m2.png
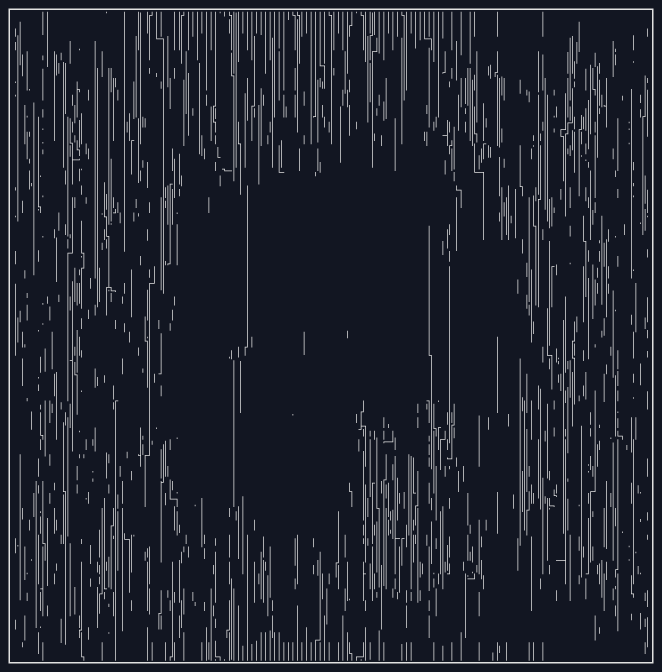
congestion_map.png
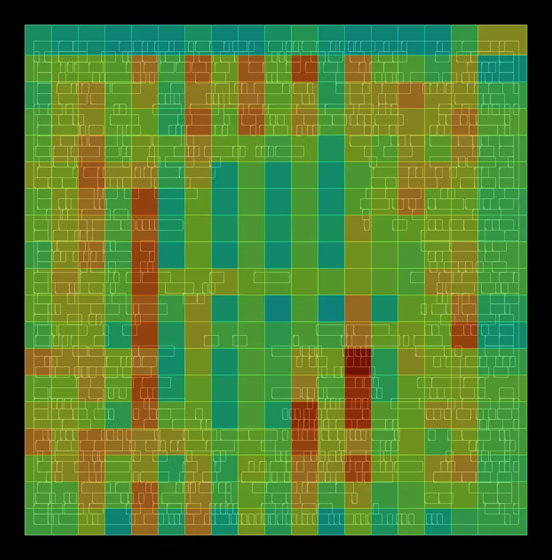
layers.png
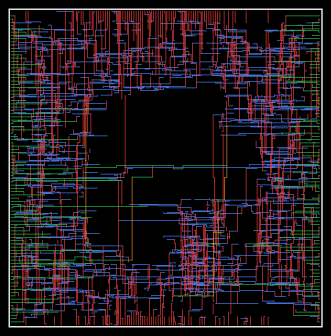
<file path="src/rtl/axi_cfg_initiator.sv">
// Single-outstanding AXI4 initiator: turns command-port requests into single-beat
// 32-bit AXI writes/reads and hands the response back to the requester.

package axi_cfg_pkg;

    typedef struct packed {
        logic [3:0]  awid;
        logic [31:0] awaddr;
        logic [7:0]  awlen;
        logic [2:0]  awsize;
        logic [1:0]  awburst;
        logic        awlock;
        logic [3:0]  awcache;
        logic [2:0]  awprot;
        logic [3:0]  awqos;
        logic [3:0]  awregion;
        logic        awuser;
        logic        awvalid;
        logic [31:0] wdata;
        logic [3:0]  wstrb;
        logic        wlast;
        logic        wuser;
        logic        wvalid;
        logic        bready;
        logic [3:0]  arid;
        logic [31:0] araddr;
        logic [7:0]  arlen;
        logic [2:0]  arsize;
        logic [1:0]  arburst;
        logic        arlock;
        logic [3:0]  arcache;
        logic [2:0]  arprot;
        logic [3:0]  arqos;
        logic [3:0]  arregion;
        logic        aruser;
        logic        arvalid;
        logic        rready;
    } s_axi_mosi_t;

    typedef struct packed {
        logic        awready;
        logic        wready;
        logic [3:0]  bid;
        logic [1:0]  bresp;
        logic        bvalid;
        logic        arready;
        logic [3:0]  rid;
        logic [31:0] rdata;
        logic [1:0]  rresp;
        logic        rlast;
        logic        rvalid;
    } s_axi_miso_t;

    localparam logic [1:0] AXI_RESP_OKAY  = 2'b00;
    localparam logic [1:0] AXI_BURST_INCR = 2'b01;
    localparam logic [2:0] AXI_SIZE_4B    = 3'b010;

endpackage

module axi_cfg_initiator
    import axi_cfg_pkg::*;
#(
    parameter logic [3:0] AXI_ID   = '0,
    parameter bit         CHECK_ID = 1'b1
) (
    input  logic        clk,
    input  logic        rst,
    input  logic        cmd_valid,
    output logic        cmd_ready,
    input  logic        cmd_write,
    input  logic [31:0] cmd_addr,
    input  logic [31:0] cmd_wdata,
    output logic        rsp_valid,
    input  logic        rsp_ready,
    output logic [31:0] rsp_rdata,
    output logic        rsp_err,
    output s_axi_mosi_t axi_mosi,
    input  s_axi_miso_t axi_miso
);

    typedef enum logic [2:0] {
        IDLE,
        WR_REQ,
        WR_RESP,
        RD_REQ,
        RD_RESP,
        RSP
    } state_t;

    state_t      state;
    logic [31:0] addr_q;
    logic [31:0] wdata_q;
    logic        awvalid_q;
    logic        wvalid_q;
    logic        aw_done;
    logic        w_done;
    logic        bready_q;
    logic        arvalid_q;
    logic        rready_q;
    logic        first_beat;

    logic        aw_hs;
    logic        w_hs;
    logic        bid_bad;
    logic        rid_bad;
    logic        unused_addr_lsb;

    assign aw_hs           = awvalid_q & axi_miso.awready;
    assign w_hs            = wvalid_q & axi_miso.wready;
    assign bid_bad         = CHECK_ID && (axi_miso.bid != AXI_ID);
    assign rid_bad         = CHECK_ID && (axi_miso.rid != AXI_ID);
    assign unused_addr_lsb = ^cmd_addr[1:0];

    always_ff @(posedge clk) begin
        if (!rst) begin
            state      <= IDLE;
            cmd_ready  <= 1'b0;
            addr_q     <= '0;
            wdata_q    <= '0;
            awvalid_q  <= 1'b0;
            wvalid_q   <= 1'b0;
            aw_done    <= 1'b0;
            w_done     <= 1'b0;
            bready_q   <= 1'b0;
            arvalid_q  <= 1'b0;
            rready_q   <= 1'b0;
            first_beat <= 1'b0;
            rsp_valid  <= 1'b0;
            rsp_rdata  <= '0;
            rsp_err    <= 1'b0;
        end else begin
            case (state)
                IDLE: begin
                    if (cmd_valid && cmd_ready) begin
                        cmd_ready <= 1'b0;
                        addr_q    <= {cmd_addr[31:2], 2'b00};
                        wdata_q   <= cmd_wdata;
                        aw_done   <= 1'b0;
                        w_done    <= 1'b0;
                        if (cmd_write) begin
                            awvalid_q <= 1'b1;
                            wvalid_q  <= 1'b1;
                            state     <= WR_REQ;
                        end else begin
                            arvalid_q <= 1'b1;
                            state     <= RD_REQ;
                        end
                    end else begin
                        cmd_ready <= 1'b1;
                    end
                end
                // AW and W complete independently; either may finish first.
                WR_REQ: begin
                    if (aw_hs) begin
                        awvalid_q <= 1'b0;
                        aw_done   <= 1'b1;
                    end
                    if (w_hs) begin
                        wvalid_q <= 1'b0;
                        w_done   <= 1'b1;
                    end
                    if ((aw_done || aw_hs) && (w_done || w_hs)) begin
                        bready_q <= 1'b1;
                        state    <= WR_RESP;
                    end
                end
                WR_RESP: begin
                    if (axi_miso.bvalid && bready_q) begin
                        bready_q  <= 1'b0;
                        rsp_rdata <= '0;
                        rsp_err   <= (axi_miso.bresp != AXI_RESP_OKAY) || bid_bad;
                        rsp_valid <= 1'b1;
                        state     <= RSP;
                    end
                end
                RD_REQ: begin
                    if (axi_miso.arready) begin
                        arvalid_q  <= 1'b0;
                        rready_q   <= 1'b1;
                        first_beat <= 1'b1;
                        state      <= RD_RESP;
                    end
                end
                // Only the first beat carries the result; a missing rlast there
                // is an error and any trailing beats are drained and dropped.
                RD_RESP: begin
                    if (axi_miso.rvalid && rready_q) begin
                        first_beat <= 1'b0;
                        if (first_beat) begin
                            rsp_rdata <= axi_miso.rdata;
                            rsp_err   <= (axi_miso.rresp != AXI_RESP_OKAY) || rid_bad
                                         || !axi_miso.rlast;
                        end
                        if (axi_miso.rlast) begin
                            rready_q  <= 1'b0;
                            rsp_valid <= 1'b1;
                            state     <= RSP;
                        end
                    end
                end
                RSP: begin
                    if (rsp_ready) begin
                        rsp_valid <= 1'b0;
                        cmd_ready <= 1'b1;
                        state     <= IDLE;
                    end
                end
                default: state <= IDLE;
            endcase
        end
    end

    always_comb begin
        axi_mosi         = '0;
        axi_mosi.awid    = AXI_ID;
        axi_mosi.awaddr  = addr_q;
        axi_mosi.awsize  = AXI_SIZE_4B;
        axi_mosi.awburst = AXI_BURST_INCR;
        axi_mosi.awvalid = awvalid_q;
        axi_mosi.wdata   = wdata_q;
        axi_mosi.wstrb   = 4'hF;
        axi_mosi.wlast   = 1'b1;
        axi_mosi.wvalid  = wvalid_q;
        axi_mosi.bready  = bready_q;
        axi_mosi.arid    = AXI_ID;
        axi_mosi.araddr  = addr_q;
        axi_mosi.arsize  = AXI_SIZE_4B;
        axi_mosi.arburst = AXI_BURST_INCR;
        axi_mosi.arvalid = arvalid_q;
        axi_mosi.rready  = rready_q;
    end

endmodule

</file>
<file path="config.mk">
export PLATFORM = sky130hd
export DESIGN_NAME = axi_cfg_initiator
export DESIGN_NICKNAME = d
export VERILOG_FILES = /design/src/rtl/axi_cfg_initiator.sv
export SDC_FILE = /design/constraint.sdc
export NUM_CORES = 1
export LEC_CHECK = 0
export ABC_AREA = 1
export CORE_AREA = 2 2 128 130
export DETAILED_ROUTE_END_ITERATION = 12
export DIE_AREA = 0 0 130 132
export PLACE_DENSITY_LB_ADDON = 0.25
export SYNTH_ARGS = -nofsm -noshare
export SYNTH_HDL_FRONTEND = slang
export SYNTH_SLANG_ARGS = --single-unit
</file>
<file path="constraint.sdc">
create_clock -name clk -period 4.6 [get_ports clk]
set_clock_uncertainty 0.05 [all_clocks]
set_input_delay 0.92 -clock clk [delete_from_list [all_inputs] [get_ports clk]]
set_output_delay 0.92 -clock clk [all_outputs]
set_load 0.01 [all_outputs]
</file>
==> results.cfg <==
; implementation run metrics
[run_status]
status = complete, no violations

[power_and_ir_drop]
p_leak_uw = 0.002988
p_switching_uw = 1174
intPower_uw = 2133
p_total_uw = 3307
clk-power_uw = 825
p_seq_share_pct = 36.8
sequentialPower_uw = 1220
powerDensity_nw_per_um2 = 447.6
clock_power_share_pct = 25.0
maxPowerGroup = combinational cells
vdd_drop_max_uv = 255.1
combPwrFrac_pct = 38.2
p_comb_uw = 1260
swShare_pct = 35.50

[clocking]
hold_buffers = 0
tritoncts.num_buffers = 9
path_clk_slew_ps = 70
cts_tree = done
post-cts-setup-buffer-count = 0
clock_latency_ps = 340
cts_resized = 0
clock-root-buffer = clkbuf_16
htree_levels = 3
cts.sinks = 108
cts_buffer_depth = 2

[grt]
met3_usage_pct = 7.102
grt_pass1_vias = 4309
overflow = 0
grt_max_degree = 71
grt_pass1_wl_mm = 22.60
antenna_found_initial = 0

[die]
io_pins = 329
fp-utilization_pct = 32.11
die_y_um = 132
dieArea_um2 = 17160
fp-row-count = 46
die_x_um = 130
core_um2 = 15710

[synthesis]
numSynthFlops = 108
synth_cell_type_count = 26
yosys_cells = 662
yosysSeqAreaShare_pct = 42.86
yosysWarnings = 0
syn_inst = 662
syn_avg_cell_area_um2 = 7.621
ys_chip_area_um2 = 5045

[drt]
via_per_inst = 4.356
drc_errors = 0
dr_wl_met2_mm = 6.568
detail-route-antenna-nets = 0
drt_pass1_iterations = 4
wl_met3_mm = 1.796
met1Wirelength_mm = 6.261
highest_layer = met4
dr.first_iter.drc_count = 181

[placed_design]
dp.cells = 1055
place_congestion = 0.7538
dpl_cell_area_um2 = 7081
hpwl_mm = 10.24
place_ws_ps = 1695
numPortBuffers = 248

[sta]
drv_slew = 0
setup_viol_count_final = 0
hold_viol_final = 0
fin_setup_tns_ps = 0
setup_ws_ps = 2108
fmax_mhz = 401.4
relSlewSlack_pct = 31.82
finalCritPeriodShare_pct = 54.16
rsz0062_at_grt = no
period_needed_ps = 2492
worst_pin_slew_ps = 1022
hold_slack_ps = 409.7

[flow_run]
tool_warnings = 28
max_cap_violations = 0

[critical_path]
path_class = in -> reg
path_delay_family = buffers and inverters
cp.arrival_ps = 2680
critPathSlowestCell = nand4_4
cp-end-kind = flop
startpoint = cmd_valid
path_max_fanout = 44
crit_buf_inv = 2
worstReg2RegStart = state[1]$_SDFFE_PN0P_
cp_num_cells = 5
required_ps = 4790
r2r_end = rsp_rdata[22]$_SDFFE_PN0P_
critPathLaunchType = input pin
rrSetupSlack_ps = 2410
cp_cell_sequence = clkdlybuf4s50_1, nand4_4, buf_4, nor2_1, nor2_1
cp-endpoint = addr_q[18]$_SDFFE_PN0P_
ff2ff_path_depth = 6
crit_top_cell = nor2_1
cpPeakStageDelay_ps = 580

[hold_path]
min_to = aw_done$_SDFFE_PN0P_
hold_depth = 2
hold_path_class = reg -> reg
worstHoldStart = aw_done$_SDFFE_PN0P_

[final_layout]
drive_above_1_share_pct = 3.630
fillers = 1569
layout.cells.non_filler = 1070
final_nets = 969
area_growth_pct = 46.43
diodes = 0
final_area_um2 = 7387
## Picture notes: m2.png
nets with wire on the layer	774
wire length on this layer	6,570 um
via count: 4,661
drt total wl: 14.79 mm
GR Layer Usage met2: 26.32%

## Picture notes: congestion_map.png
GRT busiest layer: met2
drt wl/cell: 13.83 um
met1 Use GR: 20.27%
fin util: 47.01%

## Picture notes: layers.png
layer	color	wire length
M4	orange	168 um
M2	red	6,570 um
M1	blue	6,260 um
M3	green	1,800 um
All-Layer GR Usage: 16.50%

-- Yosys cell counts (all sizes together) --
library cell,instances,area (um^2)
nand2,42,175.2
buf,129,957.2
nand4,5,43.79
nand3,45,230.2
dfxtp,108,2162
inv,16,60.06
nor3,2,10.01
conb,2,7.510
o211ai,1,7.510
nor2,146,571.8
a21oi,45,225.2
clkbuf,22,86.33
a31oi,1,6.260
o21ai,98,501.7
-- tightest hold or removal path, cell delays in order (launching register included) --
cell and delay, ps:
dfxtp_1 310, nand2_1 60, a21oi_1 50
-- registers in the layout, indices dropped and copies added (netlist names) --
signal and count:
addr_q 30, arvalid_q 1, aw_done 1, awvalid_q 1
bready_q 1, cmd_ready 1, first_beat 1, rready_q 1
rsp_err 1, rsp_rdata 32, rsp_valid 1, state 3
w_done 1, wdata_q 32, wvalid_q 1
-- cells in the final DEF (no fill, tap or decap), types with 3 or more instances in the layout --
cell and instances:
a21oi_1 45, buf_4 4, clkbuf_16 9, clkdlybuf4s50_1 247
conb_1 78, dfxtp_1 108, inv_1 14, nand2_1 39
nand3_1 44, nand4_1 3, nor2_1 143, o21ai_0 93
o21ai_1 4
-- logic make-up after synthesis --
logic type / Yosys count / share of synthesized area [%]
compound gates: 145 / 14.68
buf+inv: 167 / 21.87
flops: 108 / 42.86
other cells: 2 / 0.1489
simple gates: 240 / 20.44
-- area by class of cell --
cell class / count / area, um^2 / share of cell area, %
clock buffers: 10 / 229.0 / 3.100
clock inverters: 5 / 77.57 / 1.050
inverters: 16 / 60.06 / 0.8130
multi-input cells: 463 / 2081 / 28.17
flip-flops and latches: 108 / 2162 / 29.27
well taps: 216 / 270.3 / 3.659
repair buffers: 252 / 2507 / 33.94
